Figure 1. Signal wires on met3.
(4 px per um)
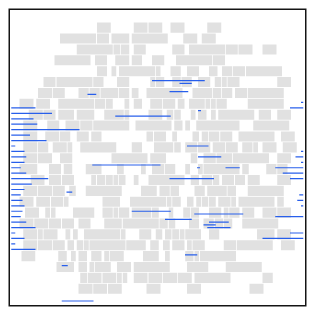
Figure 2. M1 wires.
(8 px per um) Supply wires on this layer in gray.
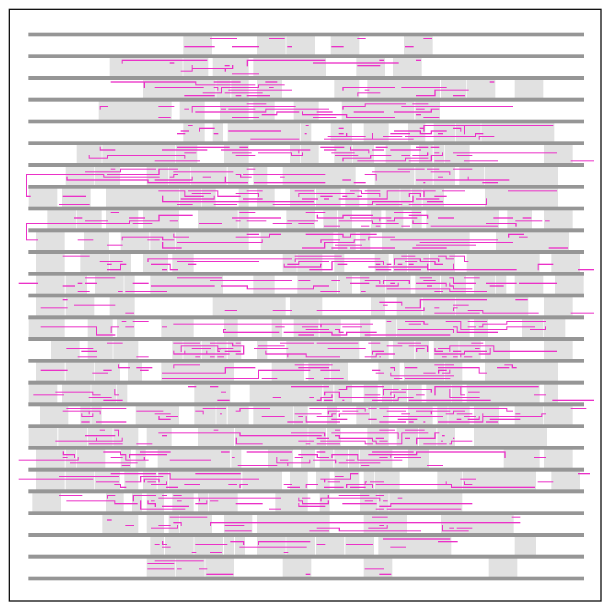
==> src/rtl/hazard_ctrl.sv <==
// hazard_ctrl: pipeline hazard controller for the 5-stage core.
// Generates stage-register enables and bubble inserts for data-memory waits,
// multi-cycle EX ops, EX-resolved redirects and RAW hazards (in that priority
// order). It also keeps a saturating count of cycles in which the PC was held.
//
// Ports:
//   clk, rst                  clock (rising edge), async active-high reset
//   rs1_id/rs2_id, rsN_used   ID-stage source registers and their use flags
//   rd_ex_*                   EX-stage destination, write enable, load flag
//   rd_mem_*                  MEM-stage destination and write enable
//   md_start_ex               first EX cycle of a multi-cycle op
//   mem_req, mem_ready        data-memory access handshake in MEM
//   redirect_ex               taken branch/jump resolved in EX
//   en_pc..en_exmem           stage register enables
//   nop_ifid..nop_memwb       bubble inserts
//   md_busy                   multi-cycle stall in progress
//   stall_cnt                 saturating count of cycles with en_pc=0
module hazard_ctrl #(
  parameter int ADDR_W     = 5,
  parameter int FORWARD_EN = 1,
  parameter int MD_LAT     = 4,
  parameter int CNT_W      = 3,
  parameter int PERF_W     = 32
) (
  input  logic              clk,
  input  logic              rst,
  input  logic [ADDR_W-1:0] rs1_id,
  input  logic [ADDR_W-1:0] rs2_id,
  input  logic              rs1_used,
  input  logic              rs2_used,
  input  logic [ADDR_W-1:0] rd_ex_addr,
  input  logic              rd_ex_we,
  input  logic              rd_ex_is_load,
  input  logic [ADDR_W-1:0] rd_mem_addr,
  input  logic              rd_mem_we,
  input  logic              md_start_ex,
  input  logic              mem_req,
  input  logic              mem_ready,
  input  logic              redirect_ex,
  output logic              en_pc,
  output logic              en_ifid,
  output logic              en_idex,
  output logic              en_exmem,
  output logic              nop_ifid,
  output logic              nop_idex,
  output logic              nop_exmem,
  output logic              nop_memwb,
  output logic              md_busy,
  output logic [PERF_W-1:0] stall_cnt
);

  typedef enum logic {RUN, MD_BUSY} state_t;

  // First busy cycle already counts as a stall, so the countdown starts at MD_LAT-2.
  localparam logic [CNT_W-1:0] CNT_LOAD = (MD_LAT > 1) ? CNT_W'(MD_LAT - 2) : '0;

  state_t           state, state_nxt;
  logic [CNT_W-1:0] cnt, cnt_nxt;

  logic rs1_live, rs2_live;
  logic hit_fwd, hit_nofwd, raw_hit;
  logic mem_wait, md_stall;

  always_comb begin
    rs1_live  = rs1_used && (rs1_id != '0);
    rs2_live  = rs2_used && (rs2_id != '0);
    // With forwarding only a load in EX cannot supply its result in time.
    hit_fwd   = rd_ex_we && rd_ex_is_load &&
                ((rs1_live && rs1_id == rd_ex_addr) || (rs2_live && rs2_id == rd_ex_addr));
    hit_nofwd = (rd_ex_we  && ((rs1_live && rs1_id == rd_ex_addr)  ||
                               (rs2_live && rs2_id == rd_ex_addr))) ||
                (rd_mem_we && ((rs1_live && rs1_id == rd_mem_addr) ||
                               (rs2_live && rs2_id == rd_mem_addr)));
    raw_hit   = (FORWARD_EN != 0) ? hit_fwd : hit_nofwd;
    mem_wait  = mem_req && !mem_ready;
    md_stall  = (state == RUN && md_start_ex && MD_LAT > 1) ||
                (state == MD_BUSY && cnt != '0);
  end

  always_comb begin
    en_pc     = 1'b1;
    en_ifid   = 1'b1;
    en_idex   = 1'b1;
    en_exmem  = 1'b1;
    nop_ifid  = 1'b0;
    nop_idex  = 1'b0;
    nop_exmem = 1'b0;
    nop_memwb = 1'b0;
    md_busy   = 1'b0;
    if (rst) begin
      en_pc     = 1'b0;
      en_ifid   = 1'b0;
      en_idex   = 1'b0;
      en_exmem  = 1'b0;
      nop_ifid  = 1'b1;
      nop_idex  = 1'b1;
      nop_exmem = 1'b1;
      nop_memwb = 1'b1;
    end else if (mem_wait) begin
      en_pc     = 1'b0;
      en_ifid   = 1'b0;
      en_idex   = 1'b0;
      en_exmem  = 1'b0;
      nop_memwb = 1'b1;
    end else if (md_stall) begin
      en_pc     = 1'b0;
      en_ifid   = 1'b0;
      en_idex   = 1'b0;
      nop_exmem = 1'b1;
      md_busy   = 1'b1;
    end else if (redirect_ex) begin
      // Younger instructions are squashed, so any RAW against them is moot.
      nop_ifid  = 1'b1;
      nop_idex  = 1'b1;
    end else if (raw_hit) begin
      en_pc     = 1'b0;
      en_ifid   = 1'b0;
      nop_idex  = 1'b1;
    end
  end

  always_comb begin
    state_nxt = state;
    cnt_nxt   = cnt;
    if (!mem_wait) begin
      if (state == RUN) begin
        if (md_start_ex && MD_LAT > 1) begin
          state_nxt = MD_BUSY;
          cnt_nxt   = CNT_LOAD;
        end
      end else if (cnt != '0) begin
        cnt_nxt = cnt - CNT_W'(1);
      end else begin
        state_nxt = RUN;
      end
    end
  end

  always_ff @(posedge clk or posedge rst) begin
    if (rst) begin
      state     <= RUN;
      cnt       <= '0;
      stall_cnt <= '0;
    end else begin
      state <= state_nxt;
      cnt   <= cnt_nxt;
      if (!en_pc && stall_cnt != '1)
        stall_cnt <= stall_cnt + PERF_W'(1);
    end
  end

endmodule

==> config.mk <==
export PLATFORM = sky130hd
export DESIGN_NAME = hazard_ctrl
export DESIGN_NICKNAME = d
export VERILOG_FILES = /design/src/rtl/hazard_ctrl.sv
export SDC_FILE = /design/constraint.sdc
export NUM_CORES = 1
export LEC_CHECK = 0
export CORE_MARGIN = 2
export CORE_UTILIZATION = 45
export DETAILED_ROUTE_END_ITERATION = 8
export GPL_TIMING_DRIVEN = 0
export PLACE_DENSITY = 0.76
export SLEW_MARGIN = 30
export SYNTH_ARGS = -nofsm -noshare
export SYNTH_HDL_FRONTEND = slang
export SYNTH_SLANG_ARGS = --single-unit
==> constraint.sdc <==
create_clock -name clk -period 3.1 [get_ports clk]
set_input_delay 0.465 -clock clk [delete_from_list [all_inputs] [get_ports clk]]
set_output_delay 0.465 -clock clk [all_outputs]
set_load 0.03 [all_outputs]
==> Slide: Implementation Results <==
Key Metrics from the Run

Outcome
  • Outcome: finished clean

Setup path
  • WP depth: 9
  • Worst Reg-to-Reg Cells: 9
  • Reg-to-reg endpoint: stall_cnt[28]$_DFFE_PP0P_
  • CP max stage delay: 0.51 ns
  • Critical path, cell by cell: clkdlybuf4s50_1 -> or4_1 -> o211ai_1 -> nor2_1 -> o21a_4 -> buf_6 -> nor2_4 -> buf_4 -> buf_4
  • Most used cell, CP: buf_4
  • Worst R2R Start: cnt[0]$_DFFE_PP0P_
  • CP bufs+invs: 4
  • Delay-heaviest family, CP: buffers and inverters
  • Setup crit end kind: primary output
  • Peak fanout along the critical path: 10

Clocking
  • Clock Tree Buf Depth: 2
  • Htree depth: 2
  • Clock root buffer: clkbuf_8
  • Cts hold-fix bufs: 0

Placement
  • Placed Area: 2940 um^2
  • Port buffer count: 65
  • GP Congestion: 0.925

Yosys
  • Main synth FF type: dfrtp_1
  • Asr flop ratio synth: 1.00
  • Yosys warnings: 0
  • Synth unique cells: 47
  • Synth Seq Share: 0.411
  • Synthesis area per yosys: 2190 um^2

Floorplan
  • Io pins: 72
  • Die X: 73.8 um
  • Die Ht: 73.8 um
  • # rows: 25

STA
  • Tmin final: 2.98 ns
  • Tightest Pin Transition: 0.526 ns
  • Final setup violation count: 0

Worst hold path
  • Hold Crit Start: stall_cnt[23]$_DFFE_PP0P_
  • WHS Endpoint: stall_cnt[23]$_DFFE_PP0P_

Pwr
  • Peak VDD IR: 548 uV
  • Static Leak: 1.17 nW

Drt
  • Top sig layer: met4
  • Antenna Nets Post-Route: 0
  • Routed wire per std cell: 14.8 um

Finish
  • Final Net Count: 336
  • Diode count: 0
  • Fin area: 3080 um^2

GRT
  • Initial antenna violation count: 0

Job
  • Max Cap Viol: 0
About Figure 1:
nets with wire on the layer = 57
longest straight run = 16.8 um

About Figure 2:
share of all routed wire = 44%
main direction = horizontal
DR vias: 2081
drt total wl: 5.48 mm
met1 Usage GRT: 0.271

-- per-stage QoR --
step	power, mW	TNS [ns]	setup slack, ns	hold WS, ns	instances
after global placement	1.28	-3.53	-0.875	0.487	359
after detailed placement	1.29	-4.13	-0.895	0.489	359
after floorplan	1.04	0	0.0880	0.441	227
after global routing	1.80	0	0.00567	0.529	370
final	1.70	0	0.124	0.500	370
after CTS	1.71	0	0.00774	0.500	370
-- cells by family after synthesis --
group | share of synthesized area
simple gates | 0.208
compound gates | 0.159
flops | 0.411
xor+xnor | 0.136
buf+inv | 0.0377
mux | 0.0314
fa+ha+maj | 0.0171
-- what timing repair did --
action / in CTS / in global routing
hold endpoints to repair: 0 / 0
gates cloned: 2 / 0
setup endpoints to repair: 10 / 4
resized: 13 / 3
setup buffers: 1 / 0
-- layer usage --
| metal | track usage | vias to the layer above |
|---|---|---|
| met5 | 0 | - |
| met4 | 0.0626 | 0 |
| met3 | 0.0480 | 10 |
| met2 | 0.365 | 77 |
| met1 | 0.271 | 1002 |
| li1 | - | 992 |
-- how the worst max path moves through the flow --
stage | to | slack, ns
global placement | en_pc | -0.88
floorplan | stall_cnt[28]$_DFFE_PP0P_ | 0.09
detailed placement | en_pc | -0.89
finish | en_pc | 0.12
global route | en_pc | 0.006
CTS | en_idex | 0.008
-- where the power goes --
part	switching, mW	total [mW]	internal, mW
registers	0.0975	0.646	0.549
clock network	0.176	0.413	0.238
logic	0.357	0.642	0.285
total	0.631	1.70	1.07
-- layout make-up --
cell class	instances	area, um^2
Inverter	11	45.0
Tap cell	67	83.8
Buffer	6	42.5
Timing Repair inverter	2	12.5
Sequential cell	36	901
Fill cell	397	1640
Clock buffer	5	68.8
Clock inverter	3	42.5
Multi-Input combinational cell	174	1230
Timing Repair Buffer	66	654
-- sequential cells by signal, indices dropped and copies added (netlist names) --
register   cells
stall_cnt     32
cnt            3
state          1
-- Yosys cell counts, drive strengths merged (2+ instances only) --
cell | instances | area (um^2)
clkbuf | 3 | 11.3
and3 | 8 | 52.6
o41ai | 2 | 17.5
nand2 | 16 | 60.1
o21ai | 8 | 43.8
a211oi | 6 | 45.0
o211ai | 15 | 113
nand4 | 8 | 62.6
buf | 3 | 30.0
mux2 | 4 | 48.8
a211o | 2 | 17.5
o21a | 2 | 22.5
mux2i | 2 | 20.0
o2111ai | 5 | 43.8
or2 | 2 | 12.5
dfrtp | 36 | 901
nor2 | 17 | 63.8
nand3 | 13 | 65.1
and4 | 3 | 26.3
ha | 3 | 37.5
nor4 | 2 | 12.5
xor2 | 4 | 35.0
or3 | 3 | 23.8
xnor2 | 30 | 263
or4 | 2 | 15.0
inv | 10 | 37.5
nor3 | 7 | 35.0
No activity file was given, so power comes from the tool's default toggle rates.
